===== config.mk =====
export PLATFORM = sky130hd
export DESIGN_NAME = fetch_pair_ctrl
export DESIGN_NICKNAME = d
export VERILOG_FILES = /design/src/rtl/fetch_pkg.sv /design/src/rtl/fetch_queue.sv /design/src/rtl/fetch_pair_ctrl.sv
export SDC_FILE = /design/constraint.sdc
export NUM_CORES = 1
export LEC_CHECK = 0
export CAP_MARGIN = 20
export CORE_UTILIZATION = 34
export CTS_CLUSTER_SIZE = 40
export DETAILED_ROUTE_END_ITERATION = 10
export PLACE_DENSITY = 0.61
export SLEW_MARGIN = 25
export SYNTH_ARGS = -nofsm -noshare
export SYNTH_HDL_FRONTEND = slang
export SYNTH_SLANG_ARGS = --single-unit

===== constraint.sdc =====
create_clock -name clk -period 8.55 [get_ports clk]
set_input_delay 1.2825 -clock clk [delete_from_list [all_inputs] [get_ports clk]]
set_output_delay 1.2825 -clock clk [all_outputs]
set_load 0.02 [all_outputs]

===== src/rtl/fetch_pkg.sv =====
// Shared types and constants for the dual-issue fetch sequencer.
//   RESET_PC / BAD_WORD / NOP_WORD : architectural constants
//   OP_J / OP_BEQ / OP_BNE         : opcode field values
//   fq_entry_t                     : one fetch-queue entry (pair of words)
//   fetch_state_t                  : sequencer state
package fetch_pkg;

  localparam logic [31:0] RESET_PC = 32'h0040_0000;
  localparam logic [31:0] BAD_WORD = 32'hFFFF_FFFF;
  localparam logic [31:0] NOP_WORD = 32'h3800_0000;

  localparam logic [5:0] OP_J   = 6'h02;
  localparam logic [5:0] OP_BEQ = 6'h04;
  localparam logic [5:0] OP_BNE = 6'h05;

  typedef struct packed {
    logic [31:0] pc;
    logic [31:0] i1;
    logic [31:0] i2;
    logic        v2;
  } fq_entry_t;

  typedef enum logic [1:0] {
    IDLE,
    FETCH,
    HOLD,
    FAULT
  } fetch_state_t;

  // Pseudo-direct jump target: keep the current 256 MB region.
  function automatic logic [31:0] jump_target(input logic [3:0]  region,
                                              input logic [25:0] index);
    return {region, index, 2'b00};
  endfunction

endpackage


===== src/rtl/fetch_queue.sv =====
// Synchronous FIFO of fetch pairs.
//   clk, rst      : clock, synchronous active-high reset
//   flush         : discard all entries (wins over push/pop)
//   push, din     : enqueue an entry (ignored when full)
//   pop           : advance the head (ignored when empty)
//   dout          : head entry, read from registered storage
//   full, empty   : occupancy flags
//   count         : number of held entries
module fetch_queue
  import fetch_pkg::*;
#(
  parameter int unsigned DEPTH = 4
) (
  input  logic                     clk,
  input  logic                     rst,
  input  logic                     flush,
  input  logic                     push,
  input  logic                     pop,
  input  fq_entry_t                din,
  output fq_entry_t                dout,
  output logic                     full,
  output logic                     empty,
  output logic [$clog2(DEPTH):0]   count
);

  localparam int unsigned AW = $clog2(DEPTH);
  localparam int unsigned CW = AW + 1;
  localparam logic [CW-1:0] DEPTH_C = CW'(DEPTH);

  fq_entry_t       store [DEPTH];
  logic [AW-1:0]   wr_ptr;
  logic [AW-1:0]   rd_ptr;
  logic [CW-1:0]   cnt;
  logic            push_ok;
  logic            pop_ok;

  assign full    = (cnt == DEPTH_C);
  assign empty   = (cnt == '0);
  assign count   = cnt;
  assign push_ok = push && !full;
  assign pop_ok  = pop && !empty;
  assign dout    = store[rd_ptr];

  always_ff @(posedge clk) begin
    if (rst || flush) begin
      wr_ptr <= '0;
      rd_ptr <= '0;
      cnt    <= '0;
    end else begin
      if (push_ok) wr_ptr <= wr_ptr + AW'(1);
      if (pop_ok)  rd_ptr <= rd_ptr + AW'(1);
      cnt <= cnt + CW'(push_ok) - CW'(pop_ok);
    end
  end

  always_ff @(posedge clk) begin
    if (push_ok && !flush && !rst) store[wr_ptr] <= din;
  end

endmodule


===== src/rtl/fetch_pair_ctrl.sv =====
// Dual-issue fetch sequencer.
//   clk, rst                    : clock, synchronous active-high reset
//   mem_rd_n_1/2, mem_addr_1/2  : two-port instruction memory reads (pc, pc+4)
//   mem_data_1/2                : combinational read data
//   redirect_valid/redirect_pc  : redirect from execute
//   pair_valid, dec_ready       : handshake to decode
//   pair_pc, pair_instr_1/2     : head pair
//   pair_v2                     : head slot 2 valid
//   fetch_fault                 : sticky fault flag
module fetch_pair_ctrl
  import fetch_pkg::*;
#(
  parameter logic [31:0] RESET_PC = fetch_pkg::RESET_PC,
  parameter int unsigned FQ_DEPTH = 4,
  parameter logic [31:0] BAD_WORD = fetch_pkg::BAD_WORD,
  parameter logic [5:0]  J_OPCODE = fetch_pkg::OP_J
) (
  input  logic        clk,
  input  logic        rst,
  output logic        mem_rd_n_1,
  output logic        mem_rd_n_2,
  output logic [31:0] mem_addr_1,
  output logic [31:0] mem_addr_2,
  input  logic [31:0] mem_data_1,
  input  logic [31:0] mem_data_2,
  input  logic        redirect_valid,
  input  logic [31:0] redirect_pc,
  output logic        pair_valid,
  input  logic        dec_ready,
  output logic [31:0] pair_pc,
  output logic [31:0] pair_instr_1,
  output logic [31:0] pair_instr_2,
  output logic        pair_v2,
  output logic        fetch_fault
);

  localparam int unsigned CW = $clog2(FQ_DEPTH) + 1;
  localparam logic [CW-1:0] DEPTH_C = CW'(FQ_DEPTH);

  fetch_state_t   state, state_n;
  logic [31:0]    pc, pc_n;
  logic           fault, fault_n;

  logic           push, pop, flush;
  fq_entry_t      entry, head;
  logic           q_full, q_empty;
  logic [CW-1:0]  q_count;

  fetch_queue #(.DEPTH(FQ_DEPTH)) u_queue (
    .clk   (clk),
    .rst   (rst),
    .flush (flush),
    .push  (push),
    .pop   (pop),
    .din   (entry),
    .dout  (head),
    .full  (q_full),
    .empty (q_empty),
    .count (q_count)
  );

  assign pop          = pair_valid && dec_ready;
  assign pair_valid   = !q_empty;
  assign pair_pc      = head.pc;
  assign pair_instr_1 = head.i1;
  assign pair_instr_2 = head.i2;
  assign pair_v2      = head.v2;

  assign mem_addr_1   = pc;
  assign mem_addr_2   = pc + 32'd4;
  assign mem_rd_n_1   = (state != FETCH);
  assign mem_rd_n_2   = (state != FETCH);
  assign fetch_fault  = fault;

  always_ff @(posedge clk) begin
    if (rst) begin
      state <= IDLE;
      pc    <= RESET_PC;
      fault <= 1'b0;
    end else begin
      state <= state_n;
      pc    <= pc_n;
      fault <= fault_n;
    end
  end

  always_comb begin
    state_n = state;
    pc_n    = pc;
    fault_n = fault;
    push    = 1'b0;
    flush   = 1'b0;
    entry   = '{pc: pc, i1: mem_data_1, i2: mem_data_2, v2: 1'b1};

    if (state == IDLE) begin
      state_n = FETCH;
    end else if (redirect_valid) begin
      // Flush also swallows any same-cycle pop/push in the queue.
      flush = 1'b1;
      pc_n  = redirect_pc;
      if (redirect_pc[1:0] != 2'b00) begin
        fault_n = 1'b1;
        state_n = FAULT;
      end else begin
        fault_n = 1'b0;
        state_n = FETCH;
      end
    end else begin
      case (state)
        FETCH: begin
          if (q_full) begin
            // Full is judged before any same-cycle pop: one bubble.
            state_n = HOLD;
          end else if (mem_data_1 == BAD_WORD) begin
            fault_n = 1'b1;
            state_n = FAULT;
          end else if (mem_data_1[31:26] == J_OPCODE) begin
            push     = 1'b1;
            entry.v2 = 1'b0;
            pc_n     = jump_target(pc[31:28], mem_data_1[25:0]);
          end else if (mem_data_2 == BAD_WORD) begin
            push     = 1'b1;
            entry.v2 = 1'b0;
            fault_n  = 1'b1;
            state_n  = FAULT;
          end else begin
            push = 1'b1;
            pc_n = pc + 32'd8;
          end
        end
        HOLD: begin
          if (q_count < DEPTH_C) state_n = FETCH;
        end
        default: ;
      endcase
    end
  end

endmodule


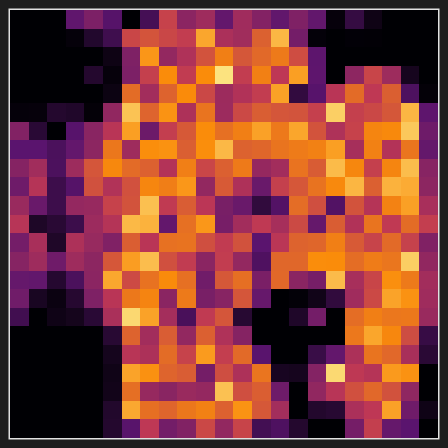
*Local utilization*
The die is cut into 23 by 23 equal tiles; black is low, pale yellow is high, 0 to 100% covered.
nearly empty tiles: 18%
fullest tile: 94%
tiles over 75% full: 10%
mean over tiles: 40%
utilization of the core after routing: 0.432
starting utilization of the core area: 0.345
placeable core region: 0.0515 sq mm

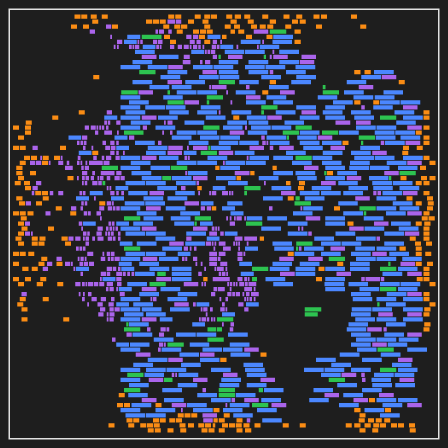
*Placed cells, one color a class*
| class | color | cells | share of their area |
|---|---|---|---|
| combinational and other logic | purple | 503 | 22% |
| clock drivers and dummy loads | green | 75 | 6.4% |
| flops | blue | 432 | 59% |
| other buffers and delay cells | orange | 276 | 13% |
sequential cell area share: 0.563
final cell area excluding filler cells: 0.0223 sq mm
Std-Cell Rows: 83

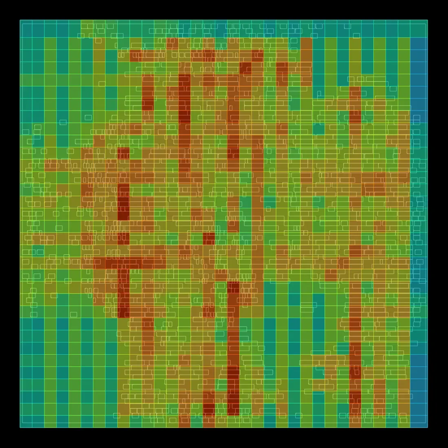
*Track usage over the die*
global routing met3 resource utilization: 0.0363
global-route layer with the greatest usage: met2

==> results.py <==
# Synthesis and PnR figures
metrics = {
    "power_and_ir_drop": {
        "cellInternalPower_w": 0.00394,
        "total_leakage_power_nw": 6.98,
        "power_frac_comb": 0.195,
        "clockNetworkPower_w": 0.00183,
        "power.total_w": 0.00535,
    },
    "setup_path": {
        "timing.critical_path.fanout_max": 12,
        "path_cells": "ha_1 -> and3_1 -> nand3_1 -> nor4_1 -> nand3_1 -> xnor2_1 -> clkdlybuf4s50_1",
        "worst_path_most_repeated_cell": "nand3_1",
        "setup.worst_path.start": "mem_addr_1[3]",
        "rr_startpoint": "state[1]",
        "worst_path_buf_inv": 1,
        "ff2ff_setup_slack_ps": 4860,
        "ff2ff_path_depth": 8,
        "arrival_ps": 3820,
        "crit_path_end_kind": "primary output",
    },
    "final_timing": {
        "period_needed_ps": 5100,
        "timing.clock.skew_ps": 24.4,
        "final.setup.tns_ps": 0,
        "setup_slack_ps": 3450,
        "final.period_utilization": 0.596,
        "worst_slew_margin_rel": 0.309,
    },
    "synth": {
        "ys_top_logic_family": "multiplexers",
        "synth_area_sq_mm": 0.0178,
        "synth-edff-count": 388,
        "simple_gate_area_frac": 0.0606,
        "most_numerous_cell_types_in_the_synthesized_netlist": "388 x edfxtp_1, 97 x mux4_2, 55 x nor2_1, 46 x nand2_1, 44 x dfxtp_1",
    },
    "die": {
        "die.size.x_microns": 231,
        "die-area_sq_mm": 0.0532,
    },
    "layout": {
        "design.final.nets": 1367,
        "layout.clock.cell_area_share": 0.0617,
        "fillCellCount": 4605,
        "layout.clock_buffers": 54,
        "nMultiInputCombCells": 484,
        "fin_cells": 1966,
        "largest_register_ffs": 388,
        "area.share.combinational": 0.211,
        "largest_register": "u_queue.store",
    },
    "worst_hold_path": {
        "holdPathEnd": "mem_addr_1[5]",
        "timing.hold.worst_path_depth": 2,
    },
    "detailed_routing": {
        "routed_wl_microns": 48100,
        "drc": 0,
        "dr_vias": 10214,
        "antenna_left": 0,
    },
    "cts": {
        "clk-insertion-delay-late_ps": 550,
        "cts_tree": "built",
        "cts-buffers-inserted": 42,
    },
    "place": {
        "placed_cell_count": 1891,
    },
    "global_route": {
        "number_of_global_route_vias_before_repair": 10352,
    },
    "status": {
        "outcome": "completed",
    },
}
